**src/rtl/p_sn_if.sv**
```systemverilog
// +-----------------------------------------------------------------------+
// | Module   : p_sn_if                                                    |
// | Brief    : Parallel-load / serial-line bundle for the p_sn serialiser |
// | Revision : 1.0                                                        |
// +-----------------------------------------------------------------------+
`default_nettype none

interface p_sn_if #(
    parameter int N = 8
);
    logic         enable;
    logic         load_valid;
    logic [N-1:0] load_data;
    logic         load_ready;
    logic         output_1;
    logic         output_en;
    logic         busy;
    logic         done;

    modport master (
        output enable,
        output load_valid,
        output load_data,
        input  load_ready,
        input  output_1,
        input  output_en,
        input  busy,
        input  done
    );

    modport slave (
        input  enable,
        input  load_valid,
        input  load_data,
        output load_ready,
        output output_1,
        output output_en,
        output busy,
        output done
    );
endinterface

`default_nettype wire

```
**src/rtl/p_sn.sv**
```systemverilog
// +-----------------------------------------------------------------------+
// | Module   : p_sn                                                       |
// | Brief    : Parallel-to-serial frame shifter, MSB first, idle-high.    |
// |            Define P_SN_CRC7_EN to append a CRC7 (x^7+x^3+1) trailer.  |
// | Revision : 1.0                                                        |
// +-----------------------------------------------------------------------+
`default_nettype none

module p_sn #(
    parameter int N = 8
) (
    input  wire logic clk,
    input  wire logic reset,
    p_sn_if.slave     bus
);

    localparam int CW = $clog2(N + 1);

`ifdef P_SN_CRC7_EN
    typedef enum logic [1:0] {
        IDLE  = 2'd0,
        SHIFT = 2'd1,
        CRC   = 2'd2,
        STOP  = 2'd3
    } state_t;
`else
    typedef enum logic [1:0] {
        IDLE  = 2'd0,
        SHIFT = 2'd1,
        STOP  = 2'd3
    } state_t;
`endif

    state_t         r_state, w_state_nxt;
    logic [N-1:0]   r_shift, w_shift_nxt;
    logic [CW-1:0]  r_cnt,   w_cnt_nxt;
    logic           r_out,   w_out_nxt;
    logic           r_oen,   w_oen_nxt;
    logic           r_busy,  w_busy_nxt;
    logic           r_done,  w_done_nxt;
`ifdef P_SN_CRC7_EN
    logic [6:0]     r_crc,     w_crc_nxt;
    logic [2:0]     r_crc_cnt, w_crc_cnt_nxt;
    logic           w_fb;
`endif

    always_ff @(posedge clk) begin
        if (reset) begin
            r_state   <= IDLE;
            r_shift   <= '0;
            r_cnt     <= '0;
            r_out     <= 1'b1;
            r_oen     <= 1'b0;
            r_busy    <= 1'b0;
            r_done    <= 1'b0;
`ifdef P_SN_CRC7_EN
            r_crc     <= '0;
            r_crc_cnt <= '0;
`endif
        end else begin
            r_state   <= w_state_nxt;
            r_shift   <= w_shift_nxt;
            r_cnt     <= w_cnt_nxt;
            r_out     <= w_out_nxt;
            r_oen     <= w_oen_nxt;
            r_busy    <= w_busy_nxt;
            r_done    <= w_done_nxt;
`ifdef P_SN_CRC7_EN
            r_crc     <= w_crc_nxt;
            r_crc_cnt <= w_crc_cnt_nxt;
`endif
        end
    end

    always_comb begin
        w_state_nxt   = r_state;
        w_shift_nxt   = r_shift;
        w_cnt_nxt     = r_cnt;
        w_out_nxt     = r_out;
        w_oen_nxt     = r_oen;
        w_done_nxt    = 1'b0;
`ifdef P_SN_CRC7_EN
        w_crc_nxt     = r_crc;
        w_crc_cnt_nxt = r_crc_cnt;
        w_fb          = r_shift[N-1] ^ r_crc[6];
`endif
        case (r_state)
            IDLE: begin
                // Loading ignores enable so a word can be taken in the done cycle.
                if (bus.load_valid) begin
                    w_shift_nxt = bus.load_data;
                    w_cnt_nxt   = '0;
`ifdef P_SN_CRC7_EN
                    w_crc_nxt   = '0;
`endif
                    w_state_nxt = SHIFT;
                end
            end
            SHIFT: begin
                if (bus.enable) begin
                    w_out_nxt   = r_shift[N-1];
                    w_oen_nxt   = 1'b1;
                    w_shift_nxt = {r_shift[N-2:0], 1'b0};
                    w_cnt_nxt   = r_cnt + 1'b1;
`ifdef P_SN_CRC7_EN
                    w_crc_nxt   = {r_crc[5:3], r_crc[2] ^ w_fb, r_crc[1:0], w_fb};
`endif
                    if (r_cnt == CW'(N - 1)) begin
`ifdef P_SN_CRC7_EN
                        w_crc_cnt_nxt = '0;
                        w_state_nxt   = CRC;
`else
                        w_state_nxt   = STOP;
`endif
                    end
                end
            end
`ifdef P_SN_CRC7_EN
            CRC: begin
                if (bus.enable) begin
                    w_out_nxt     = r_crc[6];
                    w_oen_nxt     = 1'b1;
                    w_crc_nxt     = {r_crc[5:0], 1'b0};
                    w_crc_cnt_nxt = r_crc_cnt + 1'b1;
                    if (r_crc_cnt == 3'd6)
                        w_state_nxt = STOP;
                end
            end
`endif
            STOP: begin
                if (bus.enable) begin
                    w_out_nxt   = 1'b1;
                    w_oen_nxt   = 1'b0;
                    w_done_nxt  = 1'b1;
                    w_state_nxt = IDLE;
                end
            end
            default: begin
                w_state_nxt = IDLE;
            end
        endcase
        w_busy_nxt = (w_state_nxt != IDLE);
    end

    assign bus.load_ready = (r_state == IDLE);
    assign bus.output_1   = r_out;
    assign bus.output_en  = r_oen;
    assign bus.busy       = r_busy;
    assign bus.done       = r_done;

endmodule

`default_nettype wire

```
**src/flat_wrapper.sv**
```systemverilog
// flat-port wrapper written by rule: the top's interface ports become plain ports
module p_sn_flat 
#(
    parameter int N = 8
)
  (clk, reset, bus_enable, bus_load_valid, bus_load_data, bus_load_ready, bus_output_1, bus_output_en, bus_busy, bus_done);
  p_sn_if #(.N(N)) bus_i ();
  input  wire logic clk;
  input  wire logic reset;
  input wire logic [$bits(bus_i.enable)-1:0] bus_enable;
  input wire logic [$bits(bus_i.load_valid)-1:0] bus_load_valid;
  input wire logic [$bits(bus_i.load_data)-1:0] bus_load_data;
  output wire logic [$bits(bus_i.load_ready)-1:0] bus_load_ready;
  output wire logic [$bits(bus_i.output_1)-1:0] bus_output_1;
  output wire logic [$bits(bus_i.output_en)-1:0] bus_output_en;
  output wire logic [$bits(bus_i.busy)-1:0] bus_busy;
  output wire logic [$bits(bus_i.done)-1:0] bus_done;
  assign bus_i.enable = bus_enable;
  assign bus_i.load_valid = bus_load_valid;
  assign bus_i.load_data = bus_load_data;
  assign bus_load_ready = bus_i.load_ready;
  assign bus_output_1 = bus_i.output_1;
  assign bus_output_en = bus_i.output_en;
  assign bus_busy = bus_i.busy;
  assign bus_done = bus_i.done;
  p_sn #(.N(N)) u_core (.clk(clk), .reset(reset), .bus(bus_i));
endmodule
```
**config.mk**
```make
export PLATFORM = sky130hd
export DESIGN_NAME = p_sn_flat
export DESIGN_NICKNAME = d
export VERILOG_FILES = /design/src/rtl/p_sn_if.sv /design/src/rtl/p_sn.sv /design/src/flat_wrapper.sv
export SDC_FILE = /design/constraint.sdc
export NUM_CORES = 1
export LEC_CHECK = 0
export ABC_AREA = 0
export CORE_MARGIN = 3
export CORE_UTILIZATION = 45
export CTS_CLUSTER_SIZE = 24
export DETAILED_ROUTE_END_ITERATION = 6
export DONT_BUFFER_PORTS = 1
export HOLD_SLACK_MARGIN = 0.08
export PLACE_DENSITY = 0.71
export SYNTH_ARGS = -nofsm -noshare
export SYNTH_HDL_FRONTEND = slang
export SYNTH_SLANG_ARGS = --single-unit
```
**constraint.sdc**
```tcl
create_clock -name clk -period 3.6 [get_ports clk]
set_input_delay 0.72 -clock clk [delete_from_list [all_inputs] [get_ports clk]]
set_output_delay 0.72 -clock clk [all_outputs]
set_load 0.05 [all_outputs]
```
Fig. 1: run 1, port wiring
(6 px per um)
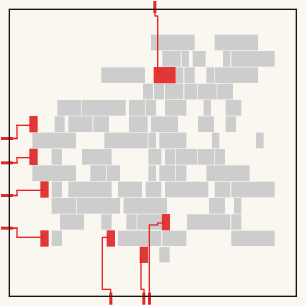
| port | colour | bits | direction | edge | end cells | wire |
|---|---|---|---|---|---|---|
| bus_load_data | red | 8 | input | 4 west, 3 south, 1 north | 8 | 66.0 um |

Fig. 2: run 1, pin placement
(10 px per um) Pins as bars across the die edge, other pins in grey.
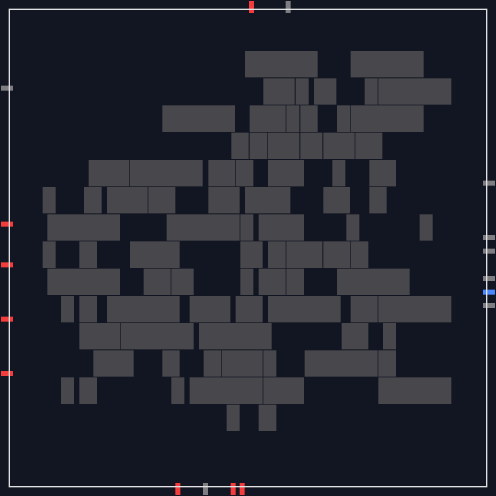
| port | colour | pins | direction | edge |
|---|---|---|---|---|
| bus_done | blue | 1 | output | east |
| bus_load_data | red | 8 | input | 4 west, 3 south, 1 north |
all pins by edge: 6 east, 5 west, 4 south, 2 north
Port Buffers: 0
chip width: 47.6 um
Die Ht: 47.6 um

==> results.py, run 1 <==
# Synthesis and PnR figures
metrics = {
    "clocking": {
        "path_clk_slew_ps": 100,
        "cts_made_buffers": 3,
        "cts_setup_buffers": 0,
        "clockBufferDepth": 2,
    },
    "place": {
        "place_congestion": 0.775,
        "place_ws_ps": 1700,
    },
    "outcome": {
        "status": "finished, final reports clean",
    },
    "synth": {
        "synth_cell_types": 28,
        "synthTopCellsByArea": "dfxtp_1 46%, o221a_2 10%, a21oi_1 7.7%",
        "syn_inst": 84,
        "ys_sh_adder_pct": 1.61,
        "syn_avg_cell_area_um2": 9.26,
        "async_reset_ff_share_pct": 0,
        "yosys_area_um2": 778,
    },
    "final_timing": {
        "hold_viol_final": 0,
        "setup_viol": 0,
        "setup_tns_ps": 0,
        "layout_min_cycle_time_ps": 2230,
        "relSlewSlack_pct": 41.1,
        "fin_worst_skew_ps": 5.13,
    },
    "setup_path": {
        "endpoint_kind": "primary output",
        "path_cells": "nor2_1",
        "critPathMaxFanout": 16,
        "cp_top_family": "simple AND/OR/NAND/NOR gates",
        "crit_arrival_ps": 1510,
    },
    "pwr": {
        "totalPowerFinal_w": 0.000387,
        "p_per_area_nw_per_um2": 475,
        "irDropWorstVdd_mv": 0.233,
    },
    "routing": {
        "ant_nets": 0,
        "vias": 618,
        "drc": 0,
    },
    "run": {
        "cap_violations": 0,
    },
    "die": {
        "die_area_um2": 2260,
    },
    "global_route": {
        "antenna_found_initial": 0,
        "grt_pass1_wl_mm": 2.50,
        "grt_pass1_vias": 588,
        "grt.overflow.total": 0,
    },
    "cells_and_area": {
        "final_cell_mix": "18 x dfxtp_1, 12 x a21oi_1, 8 x inv_1",
        "area_growth_pct": 4.66,
    },
}
Fig. 3: run 1, placed standard cells
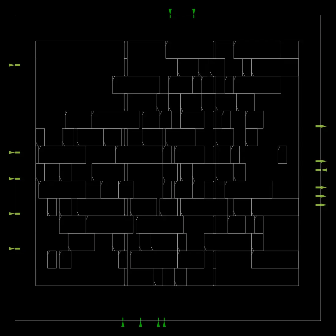
Non-Filler Instances: 99
# fillers: 154
Seq/total area: 44.2%
core area: 1560 um2
utilization after layout: 52.2%

-- run 1: report_power, final --
group / switching, W / internal, W
logic: 0.0000186 / 0.0000172
registers: 0.0000182 / 0.000212
clock network: 0.0000596 / 0.0000616
total: 0.0000964 / 0.000290
-- run 1: metrics by stage --
step / cell area, um2 / std cells / utilization (%)
after detailed placement: 778 / 95 / 49.9
after floorplan: 778 / 84 / -
after global routing: 815 / 99 / 52.2
after CTS: 815 / 99 / 52.2
after global placement: 778 / 95 / 49.9
final: 815 / 99 / 52.2
-- run 1: area by class of cell --
| cell class | count | area (um2) |
|---|---|---|
| Clock buffer | 4 | 36.3 |
| Fill cell | 154 | 744 |
| Inverter | 8 | 30.0 |
| Multi-Input combinational cell | 53 | 368 |
| Sequential cell | 18 | 360 |
| Tap cell | 16 | 20.0 |
-- run 1: metal layers --
layer | up-vias | GRT usage (%) | share of wire (%)
met1 | 294 | 20.3 | 45
met2 | 15 | 24.1 | 50
met3 | 2 | 4.51 | 4.5
met5 | - | 0 | 0
li1 | 307 | - | -
met4 | 0 | 4.84 | 0.33
-- run 1: state kept, by name, summed over array words and instances, names as in the netlist --
register,flops
u_core.r_shift,8
u_core.r_cnt,4
u_core.r_state,2
u_core.bus.busy,1
u_core.bus.done,1
u_core.bus.output_1,1
u_core.bus.output_en,1
-- run 1: worst paths after layout --
check	from	cells after the start	endpoint
hold / removal	reset	1	u_core.bus.output_en$_SDFFE_PP0P_
hold reg to reg	u_core.r_cnt[3]$_SDFFE_PP0P_	2	u_core.r_cnt[3]$_SDFFE_PP0P_
setup / recovery	u_core.r_state[1]$_SDFF_PP0_	1	bus_load_ready
setup reg to reg	u_core.r_state[0]$_SDFF_PP0_	3	u_core.r_shift[3]$_SDFFE_PP0P_
Fig. 4: run 1, routed metal, one colour a layer
(6 px per um) Only two layers are drawn.
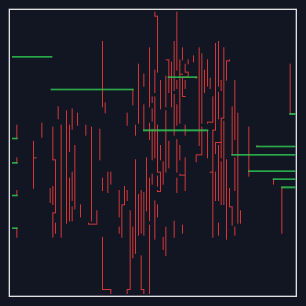

## Run 2: what changed since run 1
PLACE_DENSITY = 0.73   (was 0.71)
clock period = 2 ns   (was 3.6 ns; I/O delays follow)
Fig. 5: run 2, routed metal, one colour a layer
(6 px per um) Only two layers are drawn.
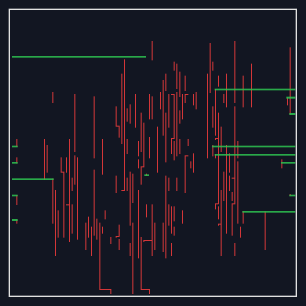
| layer | colour | wire length |
|---|---|---|
| metal 2 | red | 656 um |
| metal 3 | green | 84.6 um |
routed len/inst: 14.5 um
drt total wl: 1.45 mm

==> run 2 against run 1 <==
Compared with the run above: sequential cell count unchanged; largest cell class unchanged; highest routed layer unchanged; sequential share of layout area down 0.40 points; core utilization up 0.48 points; register-to-register slack worse by 1600 ps; synthesized cell count unchanged; die area unchanged.
==> results.py, run 2 <==
# Synthesis and PnR figures
metrics = {
    "global_route": {
        "grt_pass1_wl_mm": 2.30,
        "met2_usage_pct": 22.7,
        "grtUsageMet3_pct": 4.89,
        "antenna_found_initial": 0,
        "grt_pass1_vias": 541,
        "grt_max_degree": 18,
        "met1_usage_pct": 18.1,
        "grt.overflow.total": 0,
        "globalRoute.busiestLayer": "met2",
    },
    "pwr": {
        "seq_power_share_pct": 59.1,
        "maxPowerGroup": "registers",
        "power_switching_share_pct": 25.1,
        "power_frac_clock_pct": 31.5,
        "p_clk_w": 0.000220,
        "power.internal_w": 0.000524,
        "irDropWorstVdd_mv": 0.495,
        "pg_seq_w": 0.000414,
        "p_comb_w": 0.0000659,
        "p_switching_w": 0.000175,
        "totalPowerFinal_w": 0.000700,
        "p_per_area_nw_per_um2": 851,
        "pwr-share-comb_pct": 9.4,
        "p_leak_nw": 0.332,
    },
    "synth": {
        "async_reset_ff_share_pct": 0,
        "syn_inst": 84,
        "synth.net_count": 97,
        "synth_cell_types": 28,
        "ys_warn_count": 0,
        "yosys_area_um2": 778,
        "synthTopCellsByArea": "dfxtp_1 46%, o221a_2 10%, a21oi_1 7.7%",
        "syn_avg_cell_area_um2": 9.26,
        "yosys-top-cells-count": "18 x dfxtp_1, 12 x a21oi_1, 8 x inv_1",
        "seq_area_frac_synth_pct": 46.3,
    },
    "cells_and_area": {
        "regArea_um2": 360,
        "fillers": 148,
        "top_regs": "u_core.r_shift (8), u_core.r_cnt (4), u_core.r_state (2)",
        "fin_util_pct": 52.7,
        "final_area_um2": 822,
        "regMostFlops": "u_core.r_shift",
        "insertedDiodeCount": 0,
        "area_growth_pct": 5.63,
        "largest_reg_flops": 8,
        "comb_area_um2": 368,
        "final_cell_mix": "18 x dfxtp_1, 12 x a21oi_1, 8 x inv_1",
    },
    "clocking": {
        "cts_sinks": 18,
        "cts-root-buf": "clkbuf_4",
        "path_clk_slew_ps": 100,
        "clockBufferDepth": 2,
        "cts_made_buffers": 3,
        "cts_setup_buffers": 0,
    },
    "routing": {
        "vias": 602,
        "drc": 0,
        "ant_nets": 0,
    },
    "setup_path": {
        "critPathMaxFanout": 16,
        "start_kind": "flop",
        "crit_arrival_ps": 1210,
        "worst-setup-path-type": "reg2out",
        "endpoint_kind": "primary output",
    },
    "final_timing": {
        "relSlewSlack_pct": 65.0,
        "setup_tns_ps": 0,
        "fin_worst_skew_ps": 1.86,
        "rsz0062_at_grt": "false",
        "layout_min_cycle_time_ps": 1610,
        "hold_viol_final": 0,
        "setup_viol": 0,
    },
    "die": {
        "dieWidth_um": 47.6,
        "die_y_um": 47.6,
        "num_rows": 14,
        "core_area_um2": 1560,
        "die_area_um2": 2260,
    },
    "outcome": {
        "status": "finished, final reports clean",
    },
    "run": {
        "cap_violations": 0,
    },
    "place": {
        "place_congestion": 0.795,
        "place_area_um2": 786,
        "port_buffers": 0,
    },
}
Fig. 6: run 2, pin placement
(10 px per um) Pins as bars across the die edge, other pins in grey.
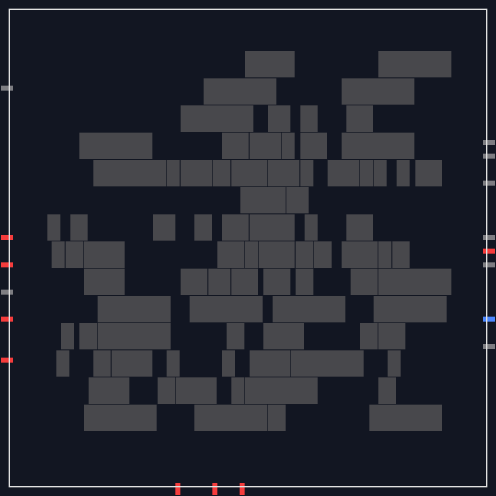

[run 2: cell counts after synthesis]
No cell type changed its count.
[run 2: final timing paths]
| path | endpoint | cells past startpoint | from | slack, ps |
|---|---|---|---|---|
| worst max-delay path | bus_load_ready | 2 | u_core.r_state[1]$_SDFF_PP0_ | 390 |
| worst min register to register | u_core.r_cnt[3]$_SDFFE_PP0P_ | 2 | u_core.r_cnt[3]$_SDFFE_PP0P_ | 500 |
| worst max register to register | u_core.r_shift[2]$_SDFFE_PP0P_ | 3 | u_core.r_state[0]$_SDFF_PP0_ | 480 |
| worst min-delay path | u_core.bus.output_en$_SDFFE_PP0P_ | 1 | reset | 170 |
[run 2: layout make-up]
cell class                 count  area share (%)
multi-input combinational     53            44.7
sequential                    18            43.8
clock buffer                   4            4.41
inverter                       8            3.65
tap                           16            2.44
timing repair buffer           1           0.913
[run 2: layer usage]
metal	share of wire, %	wire [um]
met1	47	686
met2	45	655
met3	5.8	84
met4	1.3	19
met5	0	0
[run 2: cells by family (layout without fill, tap and decap cells)]
group | after synthesis | after routing | share of synthesized area [%]
DFF | 18 | 18 | 46.3
and+or+nand+nor | 23 | 23 | 18.3
buffers and inverters | 13 | 13 | 6.43
adders and majority gates | 1 | 1 | 1.61
muxes | 1 | 1 | 1.29
xor gates and xnor gates | 1 | 1 | 1.13
AOI/OAI and AO/OA | 27 | 27 | 24.9
[run 2: through the flow]
| stage | hold WS, ps | setup slack, ps | instances |
|---|---|---|---|
| after floorplan | 448 | 407 | 84 |
| after global placement | 473 | 552 | 96 |
| after detailed placement | 474 | 501 | 96 |
| after CTS | 159 | 395 | 100 |
| after global routing | 147 | 341 | 100 |
| final | 169 | 394 | 100 |
[run 2: worst max-delay path: stages, from the launching register on]
cell	delay [ps]
dfxtp_1	620
nor2_1	90
buf_4	200
Power figures rest on the tool's default switching activity, not on a simulated workload.
